Track usage over the die:
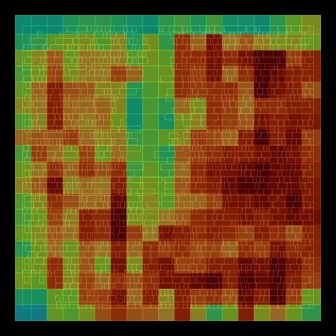
M3 wires:
Scale: 2 px per um.
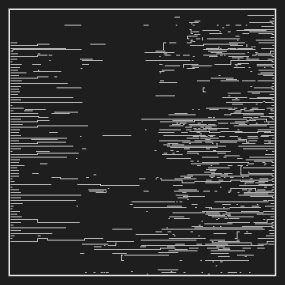
Drive-strength map:
Scale: 4 px per um.
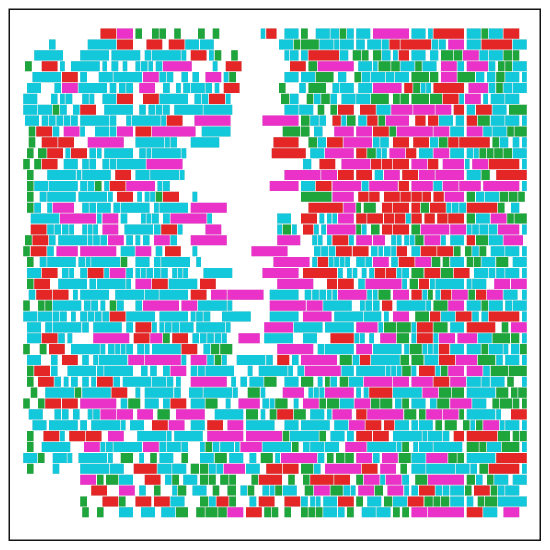
### config.mk
export PLATFORM = sky130hd
export DESIGN_NAME = dcache_miss_ctrl
export DESIGN_NICKNAME = d
export VERILOG_FILES = /design/src/rtl/dcache_miss_ctrl.sv
export SDC_FILE = /design/constraint.sdc
export NUM_CORES = 1
export LEC_CHECK = 0
export ABC_AREA = 1
export CORE_MARGIN = 3
export CORE_UTILIZATION = 35
export CTS_BUF_LIST = sky130_fd_sc_hd__clkbuf_4 sky130_fd_sc_hd__clkbuf_8 sky130_fd_sc_hd__clkbuf_16
export CTS_CLUSTER_DIAMETER = 100
export DETAILED_ROUTE_END_ITERATION = 8
export GPL_TIMING_DRIVEN = 0
export PLACE_DENSITY = 0.8
export SYNTH_ARGS = -nofsm -noshare
export SYNTH_HDL_FRONTEND = slang
export SYNTH_SLANG_ARGS = --single-unit
### constraint.sdc
create_clock -name CLK -period 1.75 [get_ports CLK]
set_input_delay 0.4375 -clock CLK [delete_from_list [all_inputs] [get_ports CLK]]
set_output_delay 0.4375 -clock CLK [all_outputs]
set_load 0.005 [all_outputs]
### src/rtl/dcache_miss_ctrl.sv
`default_nettype none
// ============================================================================
//  Module      : dcache_miss_ctrl
//  Description : Miss/flush engine for the 2-way data cache. Writes back a
//                dirty victim block, fetches and installs the missing block,
//                and on halt flushes every dirty frame to memory.
//  Revision    : 1.0 - initial release
// ============================================================================
module dcache_miss_ctrl #(
   parameter int SETS  = 8,
   parameter int WORDS = 2,
   parameter int TAGW  = 26
) (
   input  logic                    CLK,
   input  logic                    RST,
   input  logic                    miss,
   input  logic                    halt,
   input  logic [31:0]             req_addr,
   input  logic                    victim_way,
   input  logic                    frm_valid,
   input  logic                    frm_dirty,
   input  logic [TAGW-1:0]         frm_tag,
   input  logic [31:0]             frm_data0,
   input  logic [31:0]             frm_data1,
   output logic [$clog2(SETS)-1:0] sel_index,
   output logic                    sel_way,
   output logic                    busy,
   output logic                    inst_en,
   output logic [TAGW-1:0]         inst_tag,
   output logic [31:0]             inst_data0,
   output logic [31:0]             inst_data1,
   output logic                    clr_dirty,
   output logic                    dREN,
   output logic                    dWEN,
   output logic [31:0]             daddr,
   output logic [31:0]             dstore,
   input  logic [31:0]             dload,
   input  logic                    dwait,
   output logic                    flushed
);

   localparam int c_IW   = $clog2(SETS);
   localparam int c_OFFW = $clog2(WORDS);
   localparam int c_TLO  = c_IW + c_OFFW + 2;
   // Flush counter value {index, way} of the last frame to visit
   localparam logic [c_IW:0] c_FL_LAST = {c_IW'(SETS - 1), 1'b1};

   typedef enum logic [3:0] {
      S_IDLE, S_WB0, S_WB1, S_RD0, S_RD1, S_INST,
      S_FL_CHK, S_FW0, S_FW1, S_FL_CLR, S_FL_NXT, S_DONE
   } state_t;

   state_t            r_state;
   state_t            w_next;
   logic [c_IW-1:0]   r_idx;
   logic              r_way;
   logic [TAGW-1:0]   r_tag;
   logic [31:0]       r_buf0;
   logic [31:0]       r_buf1;
   logic [c_IW:0]     r_cnt;
   logic              w_frm_dirty;
   logic              w_unused_ok;

   assign w_frm_dirty = frm_valid & frm_dirty;
   // Byte and block-offset bits of the request never reach the bus
   assign w_unused_ok = ^req_addr[c_OFFW+1:0];

   // State register, request latch, fetch buffers and flush counter
   always_ff @(posedge CLK) begin
      if (RST) begin
         r_state <= S_IDLE;
         r_idx   <= '0;
         r_way   <= 1'b0;
         r_tag   <= '0;
         r_buf0  <= '0;
         r_buf1  <= '0;
         r_cnt   <= '0;
      end else begin
         r_state <= w_next;
         if (r_state == S_IDLE && !halt && miss) begin
            r_idx <= req_addr[c_TLO-1:c_OFFW+2];
            r_way <= victim_way;
            r_tag <= req_addr[31:c_TLO];
         end
         if (r_state == S_RD0 && !dwait) r_buf0 <= dload;
         if (r_state == S_RD1 && !dwait) r_buf1 <= dload;
         if (r_state == S_FL_NXT && r_cnt != c_FL_LAST) r_cnt <= r_cnt + (c_IW+1)'(1);
      end
   end

   // Next-state and Moore outputs; bus requests hold until dwait drops
   always_comb begin
      w_next     = r_state;
      busy       = 1'b1;
      sel_index  = '0;
      sel_way    = 1'b0;
      inst_en    = 1'b0;
      inst_tag   = '0;
      inst_data0 = '0;
      inst_data1 = '0;
      clr_dirty  = 1'b0;
      dREN       = 1'b0;
      dWEN       = 1'b0;
      daddr      = '0;
      dstore     = '0;
      flushed    = 1'b0;
      case (r_state)
         S_IDLE: begin
            busy = 1'b0;
            if (halt) begin
               w_next = S_FL_CHK;
            end else if (miss) begin
               // Present the victim frame so its dirty state can be judged now
               sel_index = req_addr[c_TLO-1:c_OFFW+2];
               sel_way   = victim_way;
               w_next    = w_frm_dirty ? S_WB0 : S_RD0;
            end
         end
         S_WB0, S_WB1: begin
            sel_index = r_idx;
            sel_way   = r_way;
            dWEN      = 1'b1;
            daddr     = {frm_tag, r_idx, c_OFFW'(r_state == S_WB1), 2'b00};
            dstore    = (r_state == S_WB1) ? frm_data1 : frm_data0;
            if (!dwait) w_next = (r_state == S_WB1) ? S_RD0 : S_WB1;
         end
         S_RD0, S_RD1: begin
            sel_index = r_idx;
            sel_way   = r_way;
            dREN      = 1'b1;
            daddr     = {r_tag, r_idx, c_OFFW'(r_state == S_RD1), 2'b00};
            if (!dwait) w_next = (r_state == S_RD1) ? S_INST : S_RD1;
         end
         S_INST: begin
            sel_index  = r_idx;
            sel_way    = r_way;
            inst_en    = 1'b1;
            inst_tag   = r_tag;
            inst_data0 = r_buf0;
            inst_data1 = r_buf1;
            w_next     = S_IDLE;
         end
         S_FL_CHK: begin
            sel_index = r_cnt[c_IW:1];
            sel_way   = r_cnt[0];
            w_next    = w_frm_dirty ? S_FW0 : S_FL_NXT;
         end
         S_FW0, S_FW1: begin
            sel_index = r_cnt[c_IW:1];
            sel_way   = r_cnt[0];
            dWEN      = 1'b1;
            daddr     = {frm_tag, r_cnt[c_IW:1], c_OFFW'(r_state == S_FW1), 2'b00};
            dstore    = (r_state == S_FW1) ? frm_data1 : frm_data0;
            if (!dwait) w_next = (r_state == S_FW1) ? S_FL_CLR : S_FW1;
         end
         S_FL_CLR: begin
            sel_index = r_cnt[c_IW:1];
            sel_way   = r_cnt[0];
            clr_dirty = 1'b1;
            w_next    = S_FL_NXT;
         end
         S_FL_NXT: begin
            sel_index = r_cnt[c_IW:1];
            sel_way   = r_cnt[0];
            w_next    = (r_cnt == c_FL_LAST) ? S_DONE : S_FL_CHK;
         end
         S_DONE: begin
            sel_index = r_cnt[c_IW:1];
            sel_way   = r_cnt[0];
            flushed   = 1'b1;
         end
         default: w_next = S_IDLE;
      endcase
   end

endmodule
`default_nettype wire

==> out/qor.csv <==
stage,metric,value,unit
power_and_ir_drop,combinationalPowerShare,0.715,
cells_and_area,seq_share,0.1637,
power_and_ir_drop,switching_power,8111,uW
worst_setup_path,startpoint_type,flop,
sta,slew_headroom,0.4566,
hold_path,whs_endpoint,r_buf1[30],
power_and_ir_drop,p_total,17790,uW
worst_setup_path,arrival,2.39,ns
sta,setup_violations,243,
cells_and_area,drive_gt1_frac,0.4730,
sta,setup_ws,-1.080,ns
cells_and_area,fillers,849,
sta,min_period,2.830,ns
sta,period_used_share,1.617,
worst_setup_path,cp_max_fo,10,
logic_synthesis,edf_count,0,
drt,dr.pass1.iters,6,
floorplan,core_area,0.01543,mm2
sta,whs,0.4640,ns
cells_and_area,comb-cell-share,0.3536,
cells_and_area,final-comb-area,0.004438,mm2
hold_path,hold_path.class,reg -> reg,
logic_synthesis,synthArstFlopShare,0,
place,placed_cell_area,0.009069,mm2
cells_and_area,final_cell_count_no_fill,1562,
logic_synthesis,synth_top_flop_cell,dfxtp_1,
cells_and_area,area_share_clock_buf_inv,0.02452,
grt,grt_pass1_wl,43.19,mm
logic_synthesis,netlist_instances,887,
place,io_buffers,320,
worst_setup_path,r2r_cells,9,
cts,postCtsHoldBufs,0,
cts,cts_tree,done,
worst_setup_path,r2r-start,r_state[2],
job,warning_count,31,
power_and_ir_drop,p_int,9679,uW
worst_setup_path,endpoint_kind,output pin,
run_status,violations,negative setup slack,
worst_setup_path,slowest_stage,o22ai_1,
hold_path,hp-start,r_buf1[30],
run_status,outcome,"complete, but fails checks",
floorplan,chipHeight,132.4,um
cts,clk_pin_slew,0.07,ns
drt,ant_nets,0,
logic_synthesis,yosysWarnings,0,
power_and_ir_drop,leakage,0.005082,uW
logic_synthesis,most_common_cell,nor2_1,
cells_and_area,layout.nets,1510,
worst_setup_path,r2r_setup_slack,-0.35,ns
floorplan,die_x,132.4,um
logic_synthesis,ys_sh_xor,0.001567,
power_and_ir_drop,top_power_group,combinational logic,
power_and_ir_drop,powerDensity,1417,mW/mm2
job,cap_violations,0,
logic_synthesis,yosys-top-cells-area,"dfxtp_1 (37%), a21oi_1 (12%), nor2_1 (12%), o21ai_0 (10%), inv_1 (7.6%)",
sta,setup_tns,-99.54,ns
cts,max-clock-path-buffers,2,
floorplan,floorplan.core_util,0.3624,
cells_and_area,buf_share,0.3984,
power_and_ir_drop,p_seq,2940,uW
power_and_ir_drop,share_seq_of_total_power,0.165,
logic_synthesis,yosys_cells,887,
drt,met3_length,4.081,mm
logic_synthesis,common_cells,"nor2_1 (174), a21oi_1 (131), o21ai_0 (114), inv_1 (113), dfxtp_1 (102)",
drt,first_iter_violations,921,
floorplan,rows,45,
cts,cts_resized,1036,
worst_setup_path,max_stage_delay,0.53,ns
cts,htree_levels,3,
cells_and_area,seq_area,0.002054,mm2
drt,route.met2.wl,17.36,mm
logic_synthesis,aoi_share,0.2995,
sta,drv_slew,0,
Back to the opening pictures, 'track usage over the die':
busiest grt layer: met2
GR Layer Usage met2: 0.5417
gr usage total: 0.3044
met1 Use GR: 0.3495
Wirelength per Cell: 23.77 um

Back to the opening pictures, 'M3 wires':
main direction: horizontal
longest straight run: 61.0 um
share of all routed wire: 11%
nets with wire on the layer: 411
wire length on this layer: 4080 um
via count: 9126
grt met3 use: 0.07443
WL final: 37.13 mm

Back to the opening pictures, 'drive-strength map':
legend:
  green:
    size: x2
    cells: 271
    share: 20%
  cyan:
    size: x1 and smaller
    cells: 712
    share: 53%
  red:
    size: x3 and x4
    cells: 193
    share: 14%
  magenta:
    size: x6 and larger
    cells: 175
    share: 13%
Setup WS post-layout: -1.080 ns
fin area: 0.01255 mm2
Area Overhead vs Synth: 124.5%
bufs w/o clock: 514

Power and IR drop assume default switching activity.
